$ cat src/rtl/rx_data_link_layer.sv
// Receive-side data link layer: checks CHK and sequence number of each
// incoming link packet, returns ack/nack and forwards the three payload DWs
// of in-sequence packets to the transaction layer.
module rx_data_link_layer (
  input  logic         clk,
  input  logic         reset_n,
  input  logic [127:0] tlp_data_in,
  input  logic         tlp_data_in_valid,
  output logic         tlp_data_in_ready,
  output logic         ack,
  output logic         nack,
  output logic [11:0]  ack_seq,
  output logic [31:0]  tlp_data_out,
  output logic         tlp_data_out_valid,
  input  logic         tlp_data_out_ready
);

  localparam int unsigned PKT_W   = 128;
  localparam int unsigned SEQ_W   = 12;
  localparam int unsigned DW_W    = 32;
  localparam int unsigned CHK_W   = 16;
  localparam int unsigned CNT_W   = 2;
  localparam int unsigned N_SLICE = 7;

  typedef enum logic [1:0] {
    IDLE  = 2'd0,
    CHECK = 2'd1,
    SEND  = 2'd2
  } state_e;

  state_e             state_q, state_d;
  logic [PKT_W-1:0]   pkt_q, pkt_d;
  logic [SEQ_W-1:0]   exp_seq_q, exp_seq_d;
  logic [SEQ_W-1:0]   ack_seq_q, ack_seq_d;
  logic               ack_q, ack_d;
  logic               nack_q, nack_d;
  logic [CNT_W-1:0]   dw_cnt_q, dw_cnt_d;
  logic [DW_W-1:0]    dout_q, dout_d;
  logic               dvalid_q, dvalid_d;
  logic               in_ready_q, in_ready_d;

  // XOR of the seven 16-bit slices covering [127:16]
  function automatic logic [CHK_W-1:0] calc_chk(input logic [PKT_W-1:0] p);
    logic [CHK_W-1:0] c;
    c = '0;
    for (int i = 0; i < int'(N_SLICE); i++) begin
      c = c ^ p[PKT_W-1-CHK_W*i -: CHK_W];
    end
    return c;
  endfunction

  logic [SEQ_W-1:0] pkt_seq;
  logic [SEQ_W-1:0] exp_seq_prev;
  logic [SEQ_W-1:0] exp_seq_next;
  logic             chk_ok;
  logic [DW_W-1:0]  pkt_dw0, pkt_dw1, pkt_dw2;

  // Field extraction and check terms for the captured packet
  always_comb begin
    pkt_seq      = pkt_q[127:116];
    pkt_dw0      = pkt_q[111:80];
    pkt_dw1      = pkt_q[79:48];
    pkt_dw2      = pkt_q[47:16];
    chk_ok       = (calc_chk(pkt_q) == pkt_q[CHK_W-1:0]);
    exp_seq_prev = SEQ_W'(exp_seq_q - SEQ_W'(1));
    exp_seq_next = SEQ_W'(exp_seq_q + SEQ_W'(1));
  end

  // State and datapath registers
  always_ff @(posedge clk or negedge reset_n) begin
    if (!reset_n) begin
      state_q    <= IDLE;
      pkt_q      <= '0;
      exp_seq_q  <= '0;
      ack_seq_q  <= '0;
      ack_q      <= 1'b0;
      nack_q     <= 1'b0;
      dw_cnt_q   <= '0;
      dout_q     <= '0;
      dvalid_q   <= 1'b0;
      in_ready_q <= 1'b1;
    end else begin
      state_q    <= state_d;
      pkt_q      <= pkt_d;
      exp_seq_q  <= exp_seq_d;
      ack_seq_q  <= ack_seq_d;
      ack_q      <= ack_d;
      nack_q     <= nack_d;
      dw_cnt_q   <= dw_cnt_d;
      dout_q     <= dout_d;
      dvalid_q   <= dvalid_d;
      in_ready_q <= in_ready_d;
    end
  end

  // Next-state, check result and DW sequencing
  always_comb begin
    state_d   = state_q;
    pkt_d     = pkt_q;
    exp_seq_d = exp_seq_q;
    ack_seq_d = ack_seq_q;
    ack_d     = 1'b0;
    nack_d    = 1'b0;
    dw_cnt_d  = dw_cnt_q;
    dout_d    = dout_q;
    dvalid_d  = dvalid_q;

    case (state_q)
      IDLE: begin
        if (tlp_data_in_valid) begin
          pkt_d   = tlp_data_in;
          state_d = CHECK;
        end
      end

      CHECK: begin
        if (chk_ok && (pkt_seq == exp_seq_q)) begin
          // In-sequence packet: acknowledge and start forwarding DW0
          ack_d     = 1'b1;
          ack_seq_d = pkt_seq;
          exp_seq_d = exp_seq_next;
          dw_cnt_d  = '0;
          dout_d    = pkt_dw0;
          dvalid_d  = 1'b1;
          state_d   = SEND;
        end else if (chk_ok && (pkt_seq == exp_seq_prev)) begin
          // Retransmitted copy of the last good packet: re-ack, drop payload
          ack_d     = 1'b1;
          ack_seq_d = pkt_seq;
          state_d   = IDLE;
        end else begin
          // Corrupt or out-of-order: report last good sequence number
          nack_d    = 1'b1;
          ack_seq_d = exp_seq_prev;
          state_d   = IDLE;
        end
      end

      SEND: begin
        if (dvalid_q && tlp_data_out_ready) begin
          case (dw_cnt_q)
            2'd0: begin
              dout_d   = pkt_dw1;
              dw_cnt_d = 2'd1;
            end
            2'd1: begin
              dout_d   = pkt_dw2;
              dw_cnt_d = 2'd2;
            end
            default: begin
              dvalid_d = 1'b0;
              dw_cnt_d = '0;
              state_d  = IDLE;
            end
          endcase
        end
      end

      default: begin
        state_d  = IDLE;
        dvalid_d = 1'b0;
      end
    endcase

    in_ready_d = (state_d == IDLE);
  end

  assign tlp_data_in_ready  = in_ready_q;
  assign ack                = ack_q;
  assign nack               = nack_q;
  assign ack_seq            = ack_seq_q;
  assign tlp_data_out       = dout_q;
  assign tlp_data_out_valid = dvalid_q;

endmodule

$ cat config.mk
export PLATFORM = sky130hd
export DESIGN_NAME = rx_data_link_layer
export DESIGN_NICKNAME = d
export VERILOG_FILES = /design/src/rtl/rx_data_link_layer.sv
export SDC_FILE = /design/constraint.sdc
export NUM_CORES = 1
export LEC_CHECK = 0
export CELL_PAD_IN_SITES_DETAIL_PLACEMENT = 1
export CELL_PAD_IN_SITES_GLOBAL_PLACEMENT = 2
export CORE_MARGIN = 4
export CORE_UTILIZATION = 36
export CTS_BUF_LIST = sky130_fd_sc_hd__clkbuf_4 sky130_fd_sc_hd__clkbuf_8
export CTS_CLUSTER_SIZE = 16
export DETAILED_ROUTE_END_ITERATION = 10
export GPL_TIMING_DRIVEN = 0
export PLACE_DENSITY_LB_ADDON = 0.05
export SLEW_MARGIN = 20
export SYNTH_ARGS = -nofsm -noshare
export SYNTH_HDL_FRONTEND = slang
export SYNTH_SLANG_ARGS = --single-unit
$ cat constraint.sdc
create_clock -name clk -period 3.34 [get_ports clk]
set_clock_uncertainty 0.05 [all_clocks]
set_input_delay 1.002 -clock clk [delete_from_list [all_inputs] [get_ports clk]]
set_output_delay 1.002 -clock clk [all_outputs]
set_load 0.1 [all_outputs]
### Placed cells, one color a class, run 1

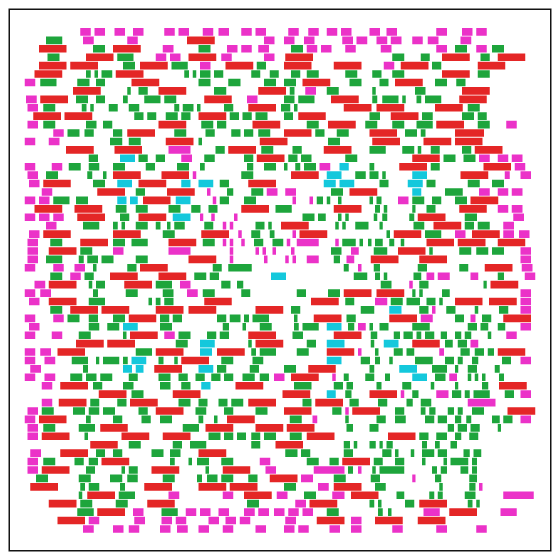
Key: other buffers and delay cells = magenta [cells 240, share of their area 18%]; all other logic = green [cells 564, share of their area 40%]; clock drivers and dummy loads = cyan [cells 32, share of their area 3.2%]; flip-flops = red [cells 192, share of their area 39%]
total core area: 27100 µm²
Rows: 60

### Routed metal per tile, run 1

The bar under the picture is 50 µm long. The die is cut into 35 by 35 equal tiles; dark blue is low, red is high, scaled to the fullest tile. Values are wire area over tile area, all layers added.
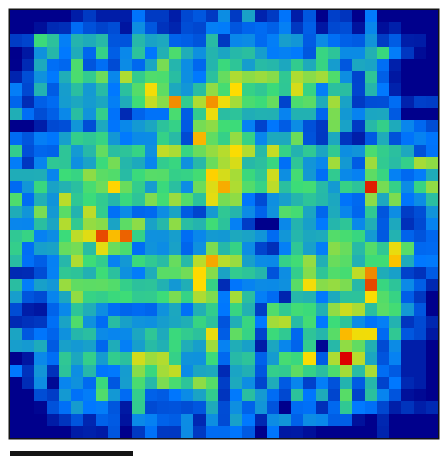
6.4% of the tiles are nearly empty. The mean over all tiles is 0.15. 18% of the tiles are over half the peak. The fullest tile reaches 0.45.
post-DR wirelength/cell: 21.5 µm
final WL: 30.1 mm
GRT Util Overall: 20.0%

==> impl_metrics.yaml, run 1 <==
# flow metrics
power:
  power_leader: "sequential cells"
  power_frac_comb_pct: 5.4
  power.switching_mw: 1.05
  leakage_nw: 5.84
  p_total_mw: 4.09
  p_int_mw: 3.05
  p_sw_share_pct: 25.6
  peakVddDrop_mv: 0.168
  p_per_area_nw_per_um2: 320
  clockPowerShare_pct: 37.8
  seq_power_share_pct: 56.8
logic_synthesis:
  synthSimpleGateAreaFrac_pct: 6.52
  logic_family: "multiplexers"
  ys.flops: 192
  top_cell_area_share_pct: 48.0
  syn_nets: 945
  syn_area_um2: 9960
  ys_chip_area_um2: 9960
  async_flop_share_pct: 100
  largest_area_cell: "dfrtp_1"
  top_cells_by_count: "dfrtp_1 (191), mux2_2 (133), xnor2_1 (125), nor2_1 (44), a21oi_1 (37)"
  edf_count: 0
  avgSynthCellArea_um2: 12.3
  ff_type: "dfrtp_1"
  mux_share_pct: 23.2
  area_leaders: "dfrtp_1 (48%), mux2_2 (15%), xnor2_1 (11%), mux2_4 (4.5%), mux2i_1 (3.6%)"
  ys_sh_adder_pct: 0.753
job:
  warning_count: 30
timing:
  min_period_ns: 3.20
  finalSetupViolCount: 0
  rsz0062_at_grt: "false"
  slew_headroom_pct: 30.9
  tightest_slew_ns: 1.03
global_routing:
  grt_start_max_net_pins: 86
  grt_pass1_wl_mm: 46.2
  grt_overflow_total: 0
  grt_pass1_vias: 7401
critical_path:
  crit_path_end_kind: "register"
  worst_setup_path_start_kind: "register"
  arrival_ns: 3.51
  critPathKind: "register to register"
  worstPathMaxFanout: 8
  required_ns: 3.65
die:
  fp.dieW_um: 174
  die_area_um2: 30400
  io_pins: 180
  fp_util_pct: 36.8
drt:
  drtIter0Drc: 348
  dr_total_vias: 6843
  drt_first_pass_iters: 4
  ant_nets: 0
clock_network:
  tritoncts: "built"
  cts.clk_slew.worst_paths_ns: 0.12
  cts_buffers: 17
  cts.root.buffer_cell: "clkbuf_8"
  htree_levels: 4
final_layout:
  area_delta_synth_final_pct: 28.4
  drive_gt1_share_pct: 23.2
  nets: 1153
placed_design:
  io_buffers: 179
  post-dp-hpwl_mm: 22.5
outcome:
  status: "finished clean"
### Sequential cells grouped by signal name, run 1

The bar under the picture is 50 µm long. Other sequential cells in the stronger gray, the rest of the logic in the fainter gray.
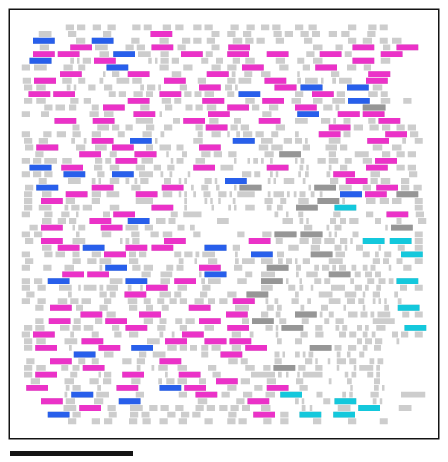
Key: tlp_data_out = blue [sequential cells 32, where widely spread]; pkt_q = magenta [sequential cells 128, where widely spread]; ack_seq = cyan [sequential cells 12]
Finished Core Util: 47.2%
Seq. pwr: 2.32 mW
sequential share of cell area: 37.6%
Reg area: 4810 µm²

-- run 1: area by class of cell --
class	instances	area [µm²]
Sequential cell	192	4810
Timing Repair Buffer	189	1930
Inverter	9	33.8
Buffer	51	312
Fill cell	2910	14300
Clock buffer	19	249
Clock inverter	13	144
Tap cell	372	465
Multi-Input combinational cell	555	4860
Antenna cell	1	2.50
-- run 1: layout by cell type, fill, tap and decap left out, types with 3 or more instances in the layout --
master	n
o21ai_0	8
buf_12	3
clkbuf_1	32
buf_1	4
a22o_1	6
a31oi_1	3
nand2b_1	3
buf_4	7
or2_2	3
and3_1	4
a21oi_1	37
xor2_1	20
nand3_1	9
ha_1	6
nor2_1	44
clkinv_8	3
clkinv_4	3
o21ai_1	4
dfrtp_1	191
clkdlybuf4s50_1	178
nand4_1	9
buf_6	7
inv_6	4
nand2_1	24
mux2_4	30
mux2_2	133
mux2i_1	35
inv_1	8
inv_8	3
o21a_1	7
nor3_1	4
buf_2	4
xnor2_1	125
clkbuf_8	17
nor2b_1	3
nor4_1	7
-- run 1: per-layer routing --
layer  vias to the layer above  track usage (%)  share of wire [%]  wire length, µm
li1                       3201                -                  -                -
met4                         2             2.71               0.40              121
met3                         7             3.57                3.3              994
met2                       119             33.6                 49            14700
met1                      3514             27.8                 47            14300
met5                         -                0              0.043               13
-- run 1: timing repair --
item | CTS | global route
endpoints found under the setup margin | 41 | 12
pin swaps | 2 | 2
cloned | 0 | 2
resized | 2 | 12
setup buffers | 3 | 3
-- run 1: metrics by stage --
step                hold WS [ns]   TNS, ns  instance area [µm²]  setup WS [ns]  cells
floorplan                  0.451         0                 9960          0.401    807
global placement           0.422  -1422.91                12200          -7.41   1358
detailed placement         0.423     -6.16                12300         -0.305   1360
CTS                        0.351         0                12700         0.0235   1395
global route               0.350         0                12800        0.00183   1400
finish                     0.360         0                12800          0.143   1401
-- run 1: worst max-delay path, stage by stage, from the launching register on --
cell and delay [ns]:
dfrtp_1 0.40, buf_6 0.15, inv_1 0.05, ha_1 0.15, buf_6 0.12, or4b_4 0.46, buf_6 0.15, or4_1 0.40
o211ai_1 0.13, a2111oi_2 0.06, and4_4 0.21, o21ai_4 0.29, buf_8 0.18, mux2i_4 0.21, o21ai_1 0.08
-- run 1: sequential cells by signal (all words and copies together), names as in the netlist --
register and count:
tlp_data_out_valid 1, dw_cnt_q 2, ack_seq 12, ack 1, nack 1, pkt_q 128
tlp_data_in_ready 1, exp_seq_q 12, tlp_data_out 32, state_q 2
-- run 1: logic make-up after synthesis --
group,after synthesis
muxes,199
DFF,192
xor gates and xnor gates,147
and+or+nand+nor,125
AOI/OAI and AO/OA,78
buffers and inverters,60
adders and majority gates,6
-- run 1: path summary, 6_finish.rpt --
| kind | from | endpoint | slack (ns) | cells after the start |
|---|---|---|---|---|
| max | exp_seq_q[0] | ack_seq[11] | 0.14 | 14 |
| min | reset_n | ack_seq[6] | 0.36 | 1 |
| max reg2reg | exp_seq_q[0] | ack_seq[11] | 0.14 | 14 |
| min reg2reg | ack_seq[2] | ack_seq[2] | 0.45 | 1 |
| max in group asynchronous | reset_n | pkt_q[81] | 2.11 | 2 |
| min in group clk | ack_seq[2] | ack_seq[2] | 0.45 | 1 |
==> run 1 -> run 2 <==
CORE_UTILIZATION = 30   (was 36)
### Congestion heat map, run 2

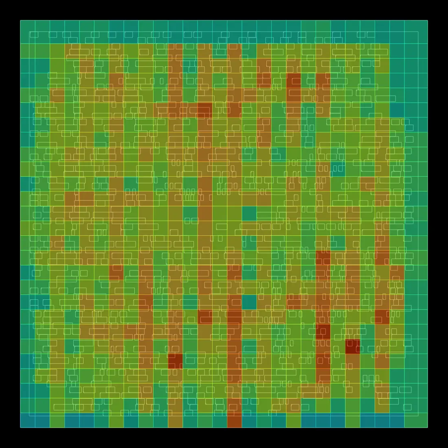
GR Util met3: 3.64%
met2 usage: 29.6%
GRT Util Overall: 17.9%
Finished Core Util: 39.5%
met1 usage: 24.7%

### Sequential cells grouped by signal name, run 2

The bar under the picture is 50 µm long. Other sequential cells in the stronger gray, the rest of the logic in the fainter gray.
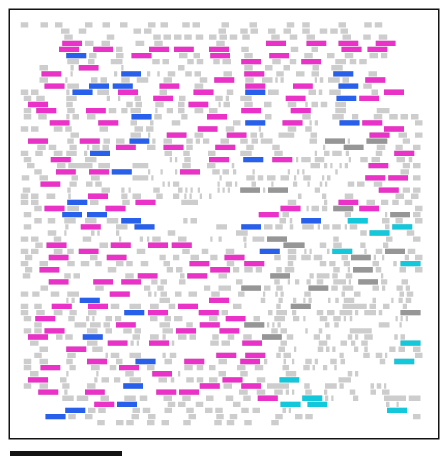
Key: pkt_q = magenta [sequential cells 128, where widely spread]; tlp_data_out = blue [sequential cells 32, where widely spread]; ack_seq = cyan [sequential cells 12]
Another 20 sequential cells are not colored.
Reg area: 4810 µm²
sequential share of cell area: 37.3%

==> run 2 against run 1 <==
  * Register-to-register slack hardly changed
  * Non-clock buffer count is 4 lower
  * Clock power is 8% higher
  * First-iteration DRC count is 37% lower
  * Global-route usage is 2.1 points lower
  * Sequential power hardly changed
  * Critical path depth is 1 lower
  * Count of clock-buffer cells in the layout is 2 higher
  * Combinational power hardly changed
  * Synthesized cell count stayed put
  * Critical path type unchanged
  * Largest cell class unchanged
==> impl_metrics.yaml, run 2 <==
# flow metrics
placed_design:
  io_buffers: 179
  post-dp-hpwl_mm: 24.1
  dp_cells: 1430
timing:
  tightest_slew_ns: 1.02
  hold_ws_ns: 0.344
  finalSetupViolCount: 0
  rsz0062_at_grt: "false"
drt:
  drtIter0Drc: 220
  wirelength_mm: 32.0
  drt_first_pass_iters: 6
  dr_total_vias: 6735
  detail_route.wl_per_cell_um: 21.8
final_layout:
  largest_reg_flops: 128
  lay_top_count: "dfrtp_1"
  diodes: 0
  area_delta_synth_final_pct: 29.3
  regMostFlops: "pkt_q"
  drive_gt1_share_pct: 23.0
  nets: 1149
critical_path:
  worstPathMaxFanout: 8
  crit_path_end_kind: "register"
  arrival_ns: 3.52
  worst_r2r_path_depth: 13
  worst_setup_path_start_kind: "register"
  r2r_end: "ack_seq[9]"
  r2r_slack_ns: 0.13
  required_ns: 3.65
  timing.rr.start: "exp_seq_q[0]"
logic_synthesis:
  syn_nets: 945
  top_cell_area_share_pct: 48.0
  largest_area_cell: "dfrtp_1"
  edf_count: 0
  avgSynthCellArea_um2: 12.3
  area_leaders: "dfrtp_1 (48%), mux2_2 (15%), xnor2_1 (11%), mux2_4 (4.5%), mux2i_1 (3.6%)"
  top_cells_by_count: "dfrtp_1 (191), mux2_2 (133), xnor2_1 (125), nor2_1 (44), a21oi_1 (37)"
  ff_type: "dfrtp_1"
  async_flop_share_pct: 100
global_routing:
  grt_start_max_net_pins: 84
  grt_pass1_vias: 7374
  grt_overflow_total: 0
  grt_pass1_wl_mm: 48.1
outcome:
  status: "finished clean"
die:
  fp_util_pct: 30.5
  num_rows: 66
  io_pins: 180
  fp.dieW_um: 190
clock_network:
  cts.root.buffer_cell: "clkbuf_8"
  cts.clk_slew.worst_paths_ns: 0.11
  cts_buffers: 17
power:
  peakVddDrop_mv: 0.226
  leakage_nw: 5.83
  p_per_area_nw_per_um2: 327
run 2: cell counts after synthesis:
Identical to the previous run, type by type.
run 2: how the worst max path moves through the flow:
| stage | slack, ns | cells past startpoint | start | endpoint |
|---|---|---|---|---|
| floorplan | 0.40 | 14 | exp_seq_q[0] | ack_seq[3] |
| global placement | -7.80 | 1 | reset_n | pkt_q[100] |
| detailed placement | -0.39 | 5 | tlp_data_in_valid | pkt_q[47] |
| CTS | 0.009 | 14 | exp_seq_q[0] | ack_seq[5] |
| global route | 0.002 | 10 | exp_seq_q[5] | ack_seq[10] |
| finish | 0.13 | 13 | exp_seq_q[0] | ack_seq[9] |
run 2: per-layer routing:
metal	vias to the layer above	part of all wire (%)	GRT usage, %
met5	-	0.085	0
met4	4	0.77	3.34
met3	20	3.9	3.64
met2	117	48	29.6
met1	3400	47	24.7
li1	3194	-	-
run 2: worst max-delay path, cell delays in order (launching register included):
cell and delay (ns):
dfrtp_1 0.40, buf_6 0.15, inv_1 0.05, ha_1 0.15, buf_6 0.11, or4b_4 0.52
or4_1 0.42, o211ai_1 0.15, a2111oi_2 0.07, and4_4 0.23, o21ai_4 0.31, buf_8 0.18
mux2i_2 0.22, o21ai_1 0.07
run 2: kinds of logic after synthesis:
family,Yosys count,synth area share [%]
DFF,192,48.2
muxes,199,23.2
AOI/OAI and AO/OA,78,5.07
buffers and inverters,60,3.18
xor gates and xnor gates,147,13.1
and+or+nand+nor,125,6.52
adders and majority gates,6,0.753
run 2: layout make-up:
| class | count | area [µm²] |
|---|---|---|
| plain buffers | 50 | 300 |
| flip-flops and latches | 192 | 4810 |
| repair buffers | 186 | 1910 |
| clock buffers | 21 | 289 |
| clock inverters | 11 | 129 |
| well taps | 442 | 553 |
| inverters | 9 | 33.8 |
| fillers | 3545 | 19700 |
| multi-input cells | 555 | 4850 |
run 2: timing repair:
action                     4_1_cts  5_1_grt
resized                         11        4
cloned                           1        0
buffers inserted                 4        0
setup endpoints to repair       47       11
pin swaps                        5        3
run 2: metrics by stage:
step | util [%] | worst slack (ns) | cell area [µm²] | power, mW
after CTS | 39.5 | 0.00905 | 12900 | 4.30
final | 39.5 | 0.133 | 12900 | 4.21
after detailed placement | 37.9 | -0.389 | 12400 | 2.60
after global routing | 39.5 | 0.00202 | 12900 | 4.40
after floorplan | - | 0.401 | 9960 | 2.37
after global placement | 37.7 | -7.80 | 12300 | 2.60
run 2: report_power, final:
group | internal (mW) | switching (mW)
registers | 2.32 | 0
logic | 0.142 | 0.0805
clock network | 0.751 | 0.911
==> run 2 -> run 3 <==
SLEW_MARGIN = 30   (was 20)
### Signal wires by layer, run 3

The bar under the picture is 50 µm long.
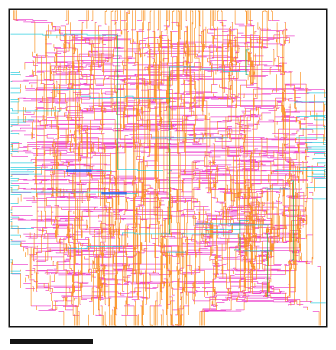
Key: met5 = blue [wire length 27.6 µm]; met2 = orange [wire length 15300 µm]; met4 = green [wire length 301 µm]; met1 = magenta [wire length 15100 µm]; met3 = cyan [wire length 1130 µm]
Via Count: 6770
GRT Util Overall: 17.8%
post-DR wirelength/cell: 21.7 µm

### Congestion heat map, run 3

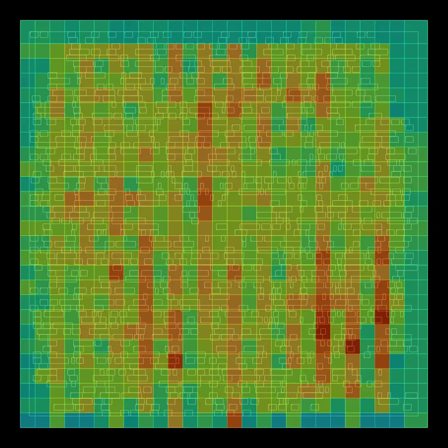
met2 usage: 29.3%
Finished Core Util: 39.6%
GR Util met3: 3.52%

==> run 3 against run 2 <==
  * Via count up 0.52%
  * Non-clock buffer count up 6
  * Core utilization up 0.088 points
  * Final area up 0.22%
  * Largest power group unchanged
  * Sequential power about the same
  * Sequential share of layout area down 0.083 points
  * Synthesized cell count unchanged
  * First-iteration DRC count up 6.4%
  * Die size unchanged
==> impl_metrics.yaml, run 3 <==
# flow metrics
logic_synthesis:
  largest_area_cell: "dfrtp_1"
  syn_nets: 945
  ff_type: "dfrtp_1"
  ys.warnings.count: 0
  ys_chip_area_um2: 9960
  yosysUniqueCellTypes: 57
  avgSynthCellArea_um2: 12.3
  syn_area_um2: 9960
  synth_top_cell_by_count: "dfrtp_1"
  top_cell_area_share_pct: 48.0
  async_flop_share_pct: 100
  syn-instance-count: 807
  ys.flops: 192
  synth_seq_share_pct: 48.2
  edf_count: 0
  top_cells_by_count: "dfrtp_1 (191), mux2_2 (133), xnor2_1 (125), nor2_1 (44), a21oi_1 (37)"
  area_leaders: "dfrtp_1 (48%), mux2_2 (15%), xnor2_1 (11%), mux2_4 (4.5%), mux2i_1 (3.6%)"
  synth_stat.cells: 807
timing:
  fin_ws_ns: 0.0809
  hold_viol: 0
  slew_headroom_pct: 32.3
  slew_viol_final: 0
  period_used_pct: 97.6
  min_period_ns: 3.26
  hold_ws_ns: 0.391
  rsz0062_at_grt: "true"
  tightest_slew_ns: 1.01
  finalSetupViolCount: 0
  max_freq_mhz: 307
clock_network:
  clock_path_buffers: 2
  cts.clk_slew.worst_paths_ns: 0.10
  cts_hold_buf: 0
  cts.root.buffer_cell: "clkbuf_8"
  cts_buffers: 17
  clk_latency_ns: 0.49
  htree_levels: 4
  tritoncts: "built"
  clock_sinks: 192
drt:
  drcViolationCount: 0
  ant_nets: 0
  drt-vias-per-instance: 4.60
  drtIter0Drc: 234
  wirelength_mm: 31.9
  drt_first_pass_iters: 4
final_layout:
  layoutNonFillerInstCount: 1471
  final_cell_mix: "dfrtp_1 (190), clkdlybuf4s50_1 (176), mux2_2 (133)"
  diodes: 0
  lay_top_count: "dfrtp_1"
  finalInstanceArea_um2: 12900
  largest_reg_flops: 128
  regMostFlops: "pkt_q"
  area_delta_synth_final_pct: 29.6
  drive_gt1_share_pct: 23.8
  nets: 1155
die:
  chipHeight_um: 190
  design.core.area_um2: 32600
  fp.dieW_um: 190
  fp_util_pct: 30.5
  die_area_um2: 36200
  num_rows: 66
  io_pins: 180
power:
  peakVddDrop_mv: 0.239
  p_per_area_nw_per_um2: 321
  leakage_nw: 5.85
  p_total_mw: 4.14
critical_path:
  arrival_ns: 3.57
  crit_path_end_kind: "register"
  worstPathMaxFanout: 7
  critPathKind: "register to register"
  worst_setup_path_start_kind: "register"
  required_ns: 3.65
job:
  timing.max_cap.violations: 0
  warning_count: 31
global_routing:
  grt_pass1_wl_mm: 47.8
  grt_start_max_net_pins: 77
  grt_overflow_total: 0
  antenna_found_initial: 2
  grt_pass1_vias: 7340
placed_design:
  routabilityCongestion: 0.813
  post-dp-hpwl_mm: 23.9
  io_buffers: 179
  dp_cells: 1430
  place_area_um2: 12400
  dp_worst_setup_slack_ns: -0.373
hold_path:
  min_path_type: "input pin to asynchronous set/reset pin"
outcome:
  status: "finished clean"
-- run 3: cell counts after synthesis --
Identical to the previous run, type by type.
-- run 3: layer usage --
metal / GRT usage [%] / share of wire [%] / vias to the layer above
li1: - / - / 3200
met1: 24.6 / 47 / 3430
met2: 29.3 / 48 / 116
met3: 3.52 / 3.6 / 20
met4: 3.34 / 0.94 / 4
met5: 0 / 0.085 / -
-- run 3: repair_timing --
item	4_1_cts	5_1_grt
pin swaps	3	3
cloned	0	1
setup buffers	1	8
endpoints found under the setup margin	45	12
resized	5	14
-- run 3: kinds of logic after synthesis --
group | share of synthesized area (%)
multiplexers | 23.2
flip-flops | 48.2
XOR/XNOR | 13.1
AND/OR/NAND/NOR | 6.52
AND-OR/OR-AND | 5.07
buffers and inverters | 3.18
adder cells (fa/ha/maj) | 0.753
-- run 3: stage by stage --
stage	setup TNS [ns]	util [%]
after floorplan	0	-
after global placement	-1499.29	37.7
after detailed placement	-6.21	37.9
after CTS	0	39.2
after global routing	-0.0895	39.6
final	0	39.6
-- run 3: final timing paths --
kind	slack [ns]	from	to	cells after the start
hold / removal	0.39	reset_n	ack_seq[10]	1
max in group asynchronous	2.04	reset_n	pkt_q[34]	2
hold reg to reg	0.45	ack_seq[4]	ack_seq[4]	1
setup / recovery	0.08	exp_seq_q[0]	ack_seq[11]	14
setup reg to reg	0.08	exp_seq_q[0]	ack_seq[11]	14
min in group clk	0.45	ack_seq[4]	ack_seq[4]	1
-- run 3: critical path: stages (launching register included) --
cell       delay, ns
dfrtp_1         0.40
buf_6           0.13
inv_4           0.05
ha_4            0.12
buf_6           0.11
or4b_4          0.46
buf_6           0.15
or4_1           0.39
o211ai_1        0.17
a2111oi_2       0.07
and4_4          0.23
o21ai_4         0.31
buf_8           0.18
mux2i_2         0.21
o21ai_1         0.09
-- run 3: area by class of cell --
| class | instances | area [µm²] |
|---|---|---|
| multi-input cells | 555 | 4870 |
| plain buffers | 51 | 312 |
| clock inverters | 9 | 109 |
| well taps | 442 | 553 |
| repair buffers | 191 | 1930 |
| clock buffers | 22 | 284 |
| flip-flops and latches | 192 | 4810 |
| fillers | 3529 | 19700 |
| inverters | 9 | 36.3 |
-- run 3: power breakdown --
part	switching [mW]	internal [mW]	leakage [nW]
Combinational	0.0808	0.142	2.99
Clock	0.872	0.726	0.192
Sequential	0	2.32	2.67
No activity file was given, so power comes from the tool's default toggle rates.
